[config.mk]
export PLATFORM = sky130hd
export DESIGN_NAME = light_mode_ctrl
export DESIGN_NICKNAME = d
export VERILOG_FILES = /design/src/rtl/light_pkg.sv /design/src/rtl/blink_gen.sv /design/src/rtl/light_mode_ctrl.sv
export SDC_FILE = /design/constraint.sdc
export NUM_CORES = 1
export LEC_CHECK = 0
export CAP_MARGIN = 20
export CORE_MARGIN = 2
export CORE_UTILIZATION = 44
export DETAILED_ROUTE_END_ITERATION = 6
export GPL_TIMING_DRIVEN = 0
export PLACE_DENSITY = 0.71
export SYNTH_ARGS = -nofsm -noshare
export SYNTH_HDL_FRONTEND = slang
export SYNTH_SLANG_ARGS = --single-unit
[constraint.sdc]
create_clock -name clk -period 1 [get_ports clk]
set_input_delay 0.3 -clock clk [delete_from_list [all_inputs] [get_ports clk]]
set_output_delay 0.3 -clock clk [all_outputs]
set_load 0.02 [all_outputs]
[src/rtl/light_pkg.sv]
// Shared definitions for the light mode controller: the per-channel mode
// encoding, its width, and small helpers that give the mode sequence and
// the light level each mode produces.
package light_pkg;

    // Width of one channel's mode field in the packed mode output.
    localparam int MODE_W = 2;

    typedef enum logic [MODE_W-1:0] {
        MODE_OFF  = 2'b00,
        MODE_ON   = 2'b01,
        MODE_FAST = 2'b10,
        MODE_SLOW = 2'b11
    } mode_e;

    // Mode sequence on each button press: OFF -> ON -> FAST -> SLOW -> OFF.
    function automatic mode_e mode_advance(input mode_e cur);
        mode_e nxt;
        case (cur)
            MODE_OFF:  nxt = MODE_ON;
            MODE_ON:   nxt = MODE_FAST;
            MODE_FAST: nxt = MODE_SLOW;
            MODE_SLOW: nxt = MODE_OFF;
            default:   nxt = MODE_OFF;
        endcase
        return nxt;
    endfunction

    // Light level for one channel given its mode and the shared blink levels.
    function automatic logic mode_light(input mode_e cur,
                                        input logic  fast_lvl,
                                        input logic  slow_lvl);
        logic lvl;
        case (cur)
            MODE_OFF:  lvl = 1'b0;
            MODE_ON:   lvl = 1'b1;
            MODE_FAST: lvl = fast_lvl;
            MODE_SLOW: lvl = slow_lvl;
            default:   lvl = 1'b0;
        endcase
        return lvl;
    endfunction

endpackage : light_pkg

[src/rtl/blink_gen.sv]
// Free-running 50% square-wave generator. A counter runs over 0..HALF-1 and
// the output level toggles each time it wraps, so the level is high for HALF
// clocks and low for HALF clocks. Both counter and level clear on reset, so
// the first rising toggle lands HALF clocks after reset release.
module blink_gen #(
    parameter int HALF = 4
) (
    input  logic clk,
    input  logic reset,
    output logic level
);

    // HALF == 1 still needs a one-bit counter; it simply never leaves 0.
    localparam int CW = (HALF > 1) ? $clog2(HALF) : 1;
    localparam logic [CW-1:0] LAST = CW'(HALF - 1);

    logic [CW-1:0] cnt_q;
    logic [CW-1:0] cnt_d;
    logic          level_q;
    logic          level_d;
    logic          wrap;

    // Next counter value and level: wrap to 0 and toggle at the end of a half-period.
    always_comb begin
        wrap    = (cnt_q == LAST);
        cnt_d   = wrap ? '0 : cnt_q + CW'(1);
        level_d = wrap ? ~level_q : level_q;
    end

    // Counter and level registers, cleared asynchronously by reset.
    always_ff @(posedge clk or posedge reset) begin
        if (reset) begin
            cnt_q   <= '0;
            level_q <= 1'b0;
        end else begin
            cnt_q   <= cnt_d;
            level_q <= level_d;
        end
    end

    assign level = level_q;

endmodule : blink_gen

[src/rtl/light_mode_ctrl.sv]
// Multi-channel light mode controller. Each channel holds a 2-bit mode that
// advances OFF -> ON -> FAST -> SLOW -> OFF on every rising edge of its
// next_mode input. Two shared free-running blink generators supply the fast
// and slow blink levels, so channels in the same blink mode stay in phase.
// The light outputs are registered (one clock of latency); mode is driven
// straight from the mode registers.
//
// Optional feature, enabled by defining LIGHT_MODE_CTRL_BRAKE_OVERRIDE_EN:
// while brake is sampled high every light is forced on (one clock later),
// without disturbing the mode registers or blink generators. In the default
// build brake is ignored and no brake logic exists.
//
// Legal configuration: NUM_CH in 1..16, FAST_HALF >= 1, SLOW_HALF > FAST_HALF.
module light_mode_ctrl
    import light_pkg::*;
#(
    parameter int NUM_CH    = 2,
    parameter int FAST_HALF = 4,
    parameter int SLOW_HALF = 8
) (
    input  logic                     clk,
    input  logic                     reset,
    input  logic [NUM_CH-1:0]        next_mode,
    input  logic                     brake,
    output logic [NUM_CH-1:0]        lights,
    output logic [MODE_W*NUM_CH-1:0] mode
);

    logic [NUM_CH-1:0] next_mode_q;
    logic              armed_q;
    logic [NUM_CH-1:0] rise;
    mode_e             mode_q [NUM_CH];
    mode_e             mode_d [NUM_CH];
    logic [NUM_CH-1:0] lights_q;
    logic [NUM_CH-1:0] lights_d;
    logic              fast_lvl;
    logic              slow_lvl;

    blink_gen #(
        .HALF (FAST_HALF)
    ) u_fast_blink (
        .clk   (clk),
        .reset (reset),
        .level (fast_lvl)
    );

    blink_gen #(
        .HALF (SLOW_HALF)
    ) u_slow_blink (
        .clk   (clk),
        .reset (reset),
        .level (slow_lvl)
    );

    // Edge detector history. armed_q stays low for the first clock after
    // reset release so that a button already held at release is only
    // sampled into the history, never reported as a fresh press.
    always_ff @(posedge clk or posedge reset) begin
        if (reset) begin
            next_mode_q <= '0;
            armed_q     <= 1'b0;
        end else begin
            next_mode_q <= next_mode;
            armed_q     <= 1'b1;
        end
    end

    // Per-channel press detection and next mode; channels are independent.
    always_comb begin
        rise = next_mode & ~next_mode_q & {NUM_CH{armed_q}};
        for (int i = 0; i < NUM_CH; i++) begin
            mode_d[i] = rise[i] ? mode_advance(mode_q[i]) : mode_q[i];
        end
    end

    // Mode registers, one per channel, cleared to OFF by reset.
    always_ff @(posedge clk or posedge reset) begin
        if (reset) begin
            for (int i = 0; i < NUM_CH; i++) begin
                mode_q[i] <= MODE_OFF;
            end
        end else begin
            for (int i = 0; i < NUM_CH; i++) begin
                mode_q[i] <= mode_d[i];
            end
        end
    end

    // Light value for the next clock from the current mode and blink levels.
`ifdef LIGHT_MODE_CTRL_BRAKE_OVERRIDE_EN
    always_comb begin
        for (int i = 0; i < NUM_CH; i++) begin
            lights_d[i] = mode_light(mode_q[i], fast_lvl, slow_lvl);
        end
        if (brake) begin
            lights_d = '1;
        end
    end
`else
    always_comb begin
        for (int i = 0; i < NUM_CH; i++) begin
            lights_d[i] = mode_light(mode_q[i], fast_lvl, slow_lvl);
        end
    end

    // brake has no function in this build.
    logic unused_brake;
    assign unused_brake = brake;
`endif

    // Registered light drive, cleared by reset.
    always_ff @(posedge clk or posedge reset) begin
        if (reset) begin
            lights_q <= '0;
        end else begin
            lights_q <= lights_d;
        end
    end

    assign lights = lights_q;

    // Pack each channel's mode into its 2-bit slot of the mode output.
    for (genvar g = 0; g < NUM_CH; g++) begin : g_mode_out
        assign mode[MODE_W*g +: MODE_W] = mode_q[g];
    end

endmodule : light_mode_ctrl

==> run_1/wires.png <==
Drawn at 10 px/µm.
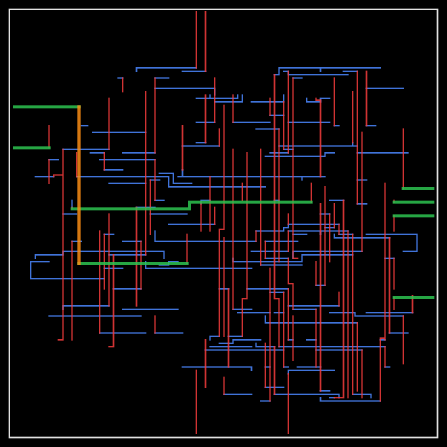
red -> metal 2  # wire length 619 µm
orange -> metal 4  # wire length 15.6 µm
green -> metal 3  # wire length 59.8 µm
blue -> metal 1  # wire length 465 µm
drt wl/cell: 13.6 µm
Routed WL: 1.16 mm
vias: 410

==> run_1/congestion.png <==
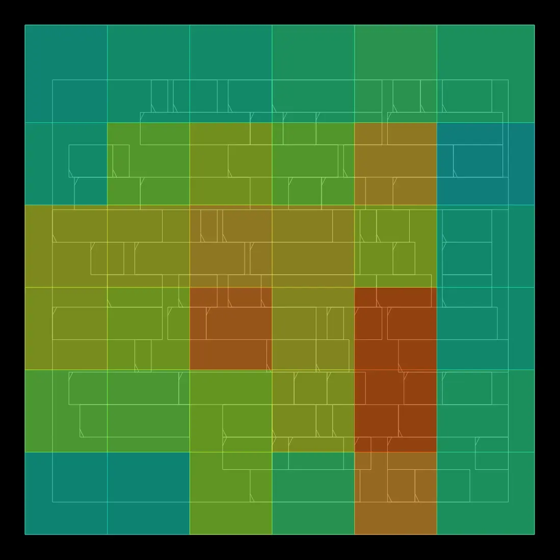
Layout Utilization: 71.8%
Top Usage Layer GRT: met2

==> run_1/detail.png <==
Window x 22 to 42, y 1 to 21 µm. Cells in grey, sequential cells in the stronger grey; small squares are vias.
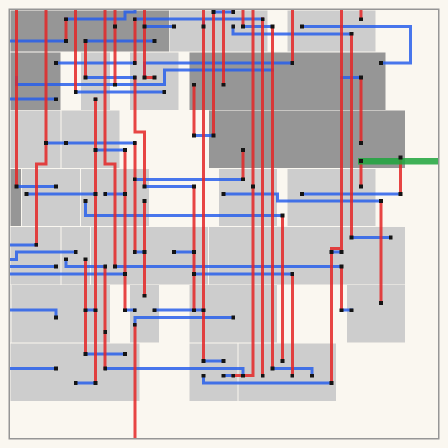
blue -> metal 1
red -> metal 2
green -> metal 3
netlist names of flops here include = lights (2), mode (1)
sequential cells in the window = 3
cells with their middle in the window = 24
most frequent = buf_6 (4), buf_4 (4)

==> job_summary.md, run 1 <==
## Synthesis and layout report

| Metric | Value |
|---|---|
| Layout Nets | 85 |
| Core area | 1350 µm² |
| Final Worst Setup Slack | -0.162 ns |
| Maxcap violations | 0 |
| RSZ-0062 raised after global routing | true |
| Outcome | finished with violations |
| Top cells by area | dfrtp_1 61%, ha_1 17%, mux2_2 3.4% |
| Layout area overhead | 47.3% |
| M3 GR Usage | 8.09% |
| CP startpoint | mode[0] |
| Critical path endpoint category | output port |
| Overflow after GRT | 0 |
| Failing checks | negative setup slack |
| Die height | 42.7 µm |
| DRT antenna net count | 0 |
| GR Util met1 | 14.7% |
| Die area | 1820 µm² |
| YS warnings | 0 |
| Tool warning count | 34 |
| Max incr delay on CP | 0.44 ns |
| Worst R2R Start | mode[3] |
| Setup violators final | 11 |
| Initial Util | 48.7% |
| Crit-path cells | buf_6 |
| Mux share | 6.46% |
| Final period utilization | 116% |
| VDD IR-drop max | 1.28 mV |
| Hold_buf cts | 0 |
| Max Clk Rate | 861 MHz |
| H-tree Lvls | 1 |
| Port bufs | 9 |
| DIE WIDTH | 42.7 µm |
| Aoi share | 3.80% |
| Setup crit start kind | flip-flop |
| #FFs+latches synth | 16 |
| DP Worst Slack | -0.366 ns |
| LEAKAGE | 0.461 nW |
[run 1: final cells by class]
cell class,instances,area (µm²)
clock buffers,4,26.3
fillers,102,380
inverters,5,21.3
multi-input cells,28,329
flip-flops and latches,16,405
well taps,15,18.8
repair buffers,17,169
[run 1: cells in the mapped netlist, drive strengths merged]
master	instances
conb	1
mux2	2
inv	5
nor2	6
xor2	2
ha	9
a21oi	2
nand3b	2
a22oi	2
mux2i	2
dfrtp	16
[run 1: final timing paths]
check / end / slack, ns
worst max-delay path: mode[0] / -0.16
worst min-delay path: next_mode_q[1] / 0.38
worst max register to register: mode[3] / -0.16
worst min register to register: u_fast_blink.cnt_q[0] / 0.44
max in group asynchronous: mode[1] / 0.20
min in group clk: u_fast_blink.cnt_q[0] / 0.44
[run 1: power by group]
group / internal, mW / switching (mW) / total, mW
combinational: 0.755 / 0.639 / 1.39
clock: 0.155 / 0.177 / 0.332
sequential: 0.793 / 0.129 / 0.922
[run 1: routing by layer]
layer,vias up,part of all wire (%),wire length (µm)
met3,2,5.1,59
met1,198,40,465
met4,0,1.3,15
met5,-,0,0
li1,201,-,-
met2,9,53,619
[run 1: cell families after synthesis]
family          count (synthesis)
other cells                     1
flops                          16
xor+xnor                        2
compound gates                  4
fa+ha+maj                       9
mux                             4
simple gates                    8
buf+inv                         5
[run 1: repair_timing]
item                       CTS  global route
resized                     49             8
setup buffers                7             1
setup endpoints to repair   11            13
pin swaps                    8             5
[run 1: state kept, by name (all words and copies together), names as in the netlist]
signal / cells
armed_q: 1
lights: 2
mode: 4
next_mode_q: 2
u_fast_blink.cnt_q: 2
u_fast_blink.level: 1
u_slow_blink.cnt_q: 3
u_slow_blink.level: 1
[run 1: through the flow]
| step | area (µm²) | instances |
|---|---|---|
| detailed placement | 774 | 73 |
| global placement | 774 | 73 |
| CTS | 930 | 84 |
| floorplan | 666 | 49 |
| finish | 970 | 85 |
| global route | 970 | 85 |
==> run_1/flops_by_reg.png <==
Drawn at 12 px/µm. Other sequential cells in the stronger grey, the rest of the logic in the fainter grey.
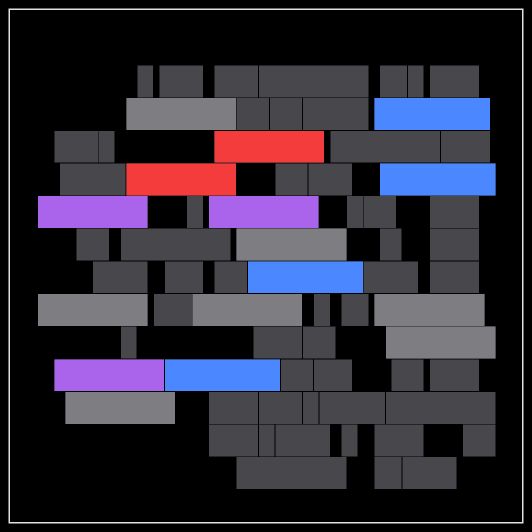

==> inputs of run 2 (changes only) <==
CORE_MARGIN = not set   (was 2)
==> run_2/flops_by_reg.png <==
Drawn at 12 px/µm. Other sequential cells in the stronger grey, the rest of the logic in the fainter grey.
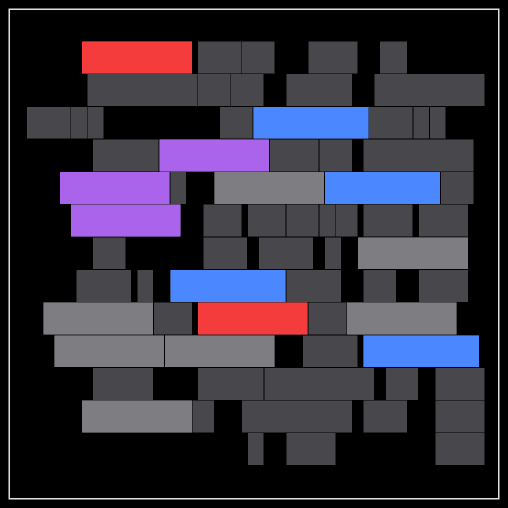
blue -> mode  # placed flops 4
purple -> u_slow_blink.cnt_q  # placed flops 3
red -> next_mode_q  # placed flops 2
flop share of the area: 41.8%
Flop area: 405 µm²
Flop+latch power: 0.891 mW

==> run_2/wires.png <==
Drawn at 10 px/µm.
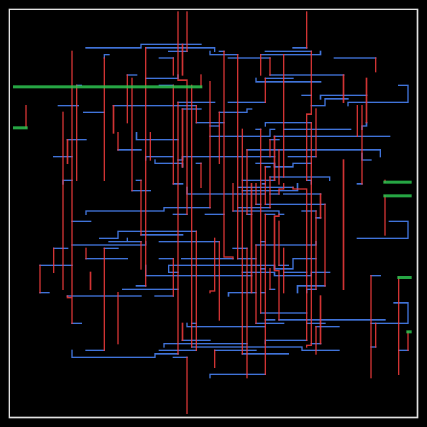
Routed WL: 1.20 mm
vias: 404
drt wl/cell: 14.3 µm
GRT Overall Usage: 17.7%

==> run_2/detail.png <==
Window x 21 to 41, y 0 to 20 µm. Cells in grey, sequential cells in the stronger grey; small squares are vias.
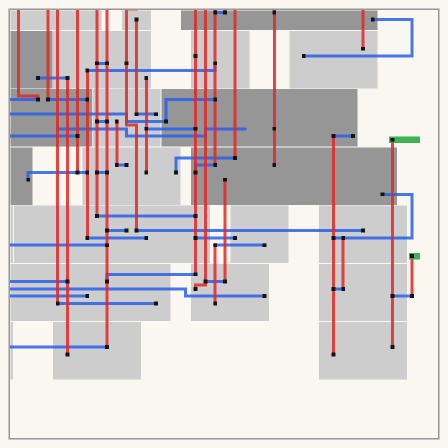
red -> metal 2
green -> metal 3
blue -> metal 1
cells with their middle in the window = 15
most frequent = buf_6 (5), ha_4 (2), buf_4 (2)
netlist names of flops here include = lights (1), mode (1)
sequential cells in the window = 2

==> job_summary.md, run 2 <==
## Synthesis and layout report

| Metric | Value |
|---|---|
| Outcome | finished with violations |
| Failing checks | negative setup slack |
| DRT antenna net count | 0 |
| DIE WIDTH | 40.7 µm |
| Layout area overhead | 47.3% |
| Top cells by count | 16 x dfrtp_1, 9 x ha_1, 6 x nor2_1 |
| Setup violators final | 13 |
| Layout Utilization | 71.8% |
| Max reg flops | 4 |
| Initial Util | 48.7% |
| Port bufs | 9 |
| Worst setup endpoint | mode[1] |
| Max incr delay on CP | 0.42 ns |
| Tool warning count | 34 |
| Worst R2R Start | mode[1] |
| GR Util met1 | 20.8% |
| Setup crit start kind | flip-flop |
| Largest net degree at the start of global routing | 17 |
| YS warnings | 0 |
| Final Worst Setup Slack | -0.186 ns |
| Top Usage Layer GRT | met2 |
| Worst r2r dst | mode[1] |
| Top cells by area | dfrtp_1 61%, ha_1 17%, mux2_2 3.4% |
| #FFs+latches synth | 16 |
| LEAKAGE | 0.468 nW |
| Layout Nets | 84 |
| Fillers | 94 |
| Most common cell in the netlist | dfrtp_1 |
| Ys async rst share | 100% |
| DP Worst Slack | -0.374 ns |
| M3 GR Usage | 6.52% |
| H-tree Lvls | 1 |
| Setup slack, reg-to-reg | -0.19 ns |
| Die area | 1650 µm² |
| Core area | 1350 µm² |
| Post-synth EDFFs | 0 |
| Final period utilization | 119% |
| Critical path endpoint category | flip-flop |
| Hold_buf cts | 0 |
| RSZ-0062 raised after global routing | true |
| CP startpoint | mode[1] |
| Die height | 40.7 µm |
| Main synth FF type | dfrtp_1 |
run 2: cells by family after synthesis:
group	Yosys count	share of synthesized area [%]
flip-flops	16	60.8
AND-OR/OR-AND	4	3.80
other	1	0.570
buffers and inverters	5	2.85
adder cells (fa/ha/maj)	9	17.1
multiplexers	4	6.46
XOR/XNOR	2	2.66
AND/OR/NAND/NOR	8	5.70
run 2: routing by layer:
metal | share of wire, % | up-vias | wire length [µm]
met5 | 0 | - | 0
met4 | 0 | 0 | 0
li1 | - | 196 | -
met2 | 54 | 6 | 656
met3 | 2.2 | 0 | 26
met1 | 43 | 202 | 522
run 2: final cells by class:
cell class                 count  area, µm²  area share [%]
sequential                    16        405            41.8
multi-input combinational     28        328            33.8
timing repair buffer          16        155            16.0
clock buffer                   4       36.3            3.74
inverter                       5       26.3            2.71
tap                           15       18.8            1.94
run 2: stage by stage:
stage	power [mW]	hold WS [ns]	TNS, ns	cell area, µm²	cells
2_1_floorplan	1.37	0.213	-0.315	666	49
3_3_place_gp	1.68	0.412	-4.00	774	73
3_5_place_dp	1.71	0.420	-4.17	774	73
4_1_cts	2.53	0.368	-1.52	925	82
5_1_grt	2.95	0.403	-2.13	970	84
6_report	2.73	0.354	-1.58	970	84
run 2: how the worst min path moves through the flow:
stage | start | end | slack, ns
final | reset | next_mode_q[1] | 0.35
after global routing | reset | u_slow_blink.cnt_q[0] | 0.40
after CTS | reset | u_fast_blink.cnt_q[0] | 0.37
after detailed placement | u_fast_blink.cnt_q[0] | u_fast_blink.cnt_q[0] | 0.42
after global placement | u_fast_blink.cnt_q[0] | u_fast_blink.cnt_q[0] | 0.41
after floorplan | reset | armed_q | 0.21
run 2: power by group:
part | switching, mW | internal, mW | total [mW]
registers | 0.0985 | 0.793 | 0.891
clock network | 0.204 | 0.222 | 0.426
logic | 0.679 | 0.739 | 1.42
total | 0.981 | 1.75 | 2.73
run 2: repair_timing:
| action | 4_1_cts | 5_1_grt |
|---|---|---|
| setup endpoints to repair | 11 | 13 |
| pin swaps | 4 | 3 |
| resized | 49 | 7 |
| hold endpoints to repair | 0 | 0 |
| setup buffers | 5 | 2 |
==> inputs of run 3 (changes only) <==
CTS_CLUSTER_DIAMETER = 200   (was not set)
==> run_3/wires.png <==
Drawn at 10 px/µm.
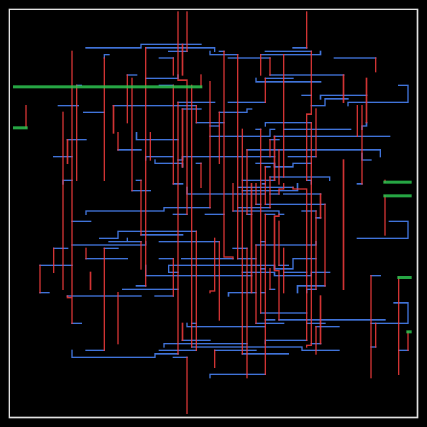
blue -> metal 1  # wire length 522 µm
green -> metal 3  # wire length 26.2 µm
red -> metal 2  # wire length 656 µm

==> run_3/detail.png <==
Window x 21 to 41, y 0 to 20 µm. Cells in grey, sequential cells in the stronger grey; small squares are vias.
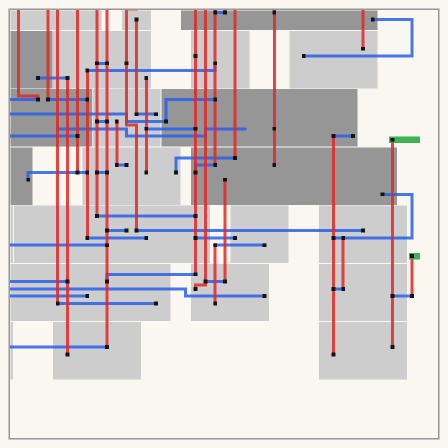
blue -> metal 1
red -> metal 2
green -> metal 3
most frequent = buf_6 (5), ha_4 (2), buf_4 (2)
sequential cells in the window = 2
netlist names of flops here include = lights (1), mode (1)
cells with their middle in the window = 15

==> run_3/clk_routes.png <==
Drawn at 6 px/µm.
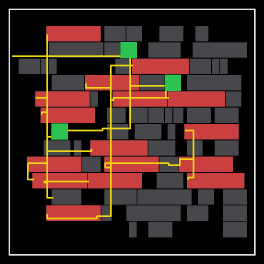
yellow -> clock wires  # length 194 µm
red -> flip-flops  # count 16
green -> clock drivers  # count 3
routed clock nets = 4
P_clk: 0.426 mW
skew final: 0.0121 ns

==> job_summary.md, run 3 <==
## Synthesis and layout report

| Metric | Value |
|---|---|
| Setup tns final | -1.58 ns |
| Flop pwr share | 32.6% |
| Aoi share | 3.80% |
| Initial Util | 48.7% |
| Clock power frac | 15.6% |
| Final period utilization | 119% |
| #FFs+latches synth | 16 |
| GRT Overall Usage | 17.7% |
| Most common cell in the netlist | dfrtp_1 |
| Comb power frac | 51.8% |
| Outcome | finished with violations |
| Port bufs | 9 |
| VDD IR-drop max | 1.35 mV |
| Setup violators final | 13 |
| Post-synth EDFFs | 0 |
| Vias | 404 |
| Hold_buf cts | 0 |
| Max Clk Rate | 843 MHz |
| Setup crit start kind | flip-flop |
| P_int | 1.75 mW |
| Tool warning count | 34 |
| Crit-path cells | buf_6, inv_2, ha_4, mux2_4 |
| Drt wl/cell | 14.3 µm |
| Worst R2R Start | mode[1] |
| Mux share | 6.46% |
| Final Worst Setup Slack | -0.186 ns |
| Main synth FF type | dfrtp_1 |
| Final Non-Filler Cells | 84 |
| Routed WL | 1.20 mm |
| Die height | 40.7 µm |
| Sw Share | 35.9% |
| Maxcap violations | 0 |
| XOR Share, Synth | 2.66% |
| Top non-seq family | adder cells |
| Failing checks | negative setup slack |
| Layout Nets | 84 |
| Top cells by area | dfrtp_1 61%, ha_1 17%, mux2_2 3.4% |
| Final Instance Area | 970 µm² |
| DIE WIDTH | 40.7 µm |
[run 3: cell counts in the layout (fill, tap and decap cells not counted)]
Identical to the previous run, type by type.
[run 3: area by class of cell]
type / count / area [µm²] / share of cell area [%]
clock buffer: 4 / 36.3 / 3.74
tap: 15 / 18.8 / 1.94
inverter: 5 / 26.3 / 2.71
multi-input combinational: 28 / 328 / 33.8
timing repair buffer: 16 / 155 / 16.0
sequential: 16 / 405 / 41.8
[run 3: power by group through the flow]
stage / clock network (mW) / registers [mW] / logic (mW)
finish: 0.426 / 0.891 / 1.42
detailed placement: 0 / 0.945 / 0.760
global placement: 0 / 0.937 / 0.744
CTS: 0.441 / 0.882 / 1.21
global route: 0.475 / 0.910 / 1.56
floorplan: 0 / 1.08 / 0.290
[run 3: worst max-delay path by stage]
stage / end / slack (ns) / cells past startpoint
global placement: mode[1] / -0.38 / 3
CTS: mode[0] / -0.17 / 1
floorplan: mode[1] / -0.13 / 3
global route: mode[1] / -0.22 / 4
detailed placement: mode[1] / -0.37 / 3
finish: mode[1] / -0.19 / 4
[run 3: layer usage]
metal  wire [µm]  up-vias  global-route usage, %  part of all wire, %
met2         656        6                   30.2                   54
met5           0        -                      0                    0
li1            -      196                      -                    -
met4           0        0                   5.00                    0
met3          26        0                   6.52                  2.2
met1         522      202                   20.8                   43
[run 3: kinds of logic after synthesis]
| kind of cell | after synthesis |
|---|---|
| AND-OR/OR-AND | 4 |
| XOR/XNOR | 2 |
| adder cells (fa/ha/maj) | 9 |
| buffers and inverters | 5 |
| flip-flops | 16 |
| multiplexers | 4 |
| other | 1 |
| AND/OR/NAND/NOR | 8 |
[run 3: repair_timing]
item / in CTS / in global routing
endpoints found under the setup margin: 11 / 13
pin swaps: 4 / 3
buffers inserted: 5 / 2
gates resized: 49 / 7
[run 3: stage by stage]
stage	util [%]	worst slack [ns]	hold WS (ns)
3_5_place_dp	57.4	-0.374	0.420
4_1_cts	68.5	-0.174	0.368
5_1_grt	71.8	-0.223	0.403
2_1_floorplan	-	-0.128	0.213
6_report	71.8	-0.186	0.354
3_3_place_gp	57.4	-0.377	0.412
No activity file was given, so power comes from the tool's default toggle rates.
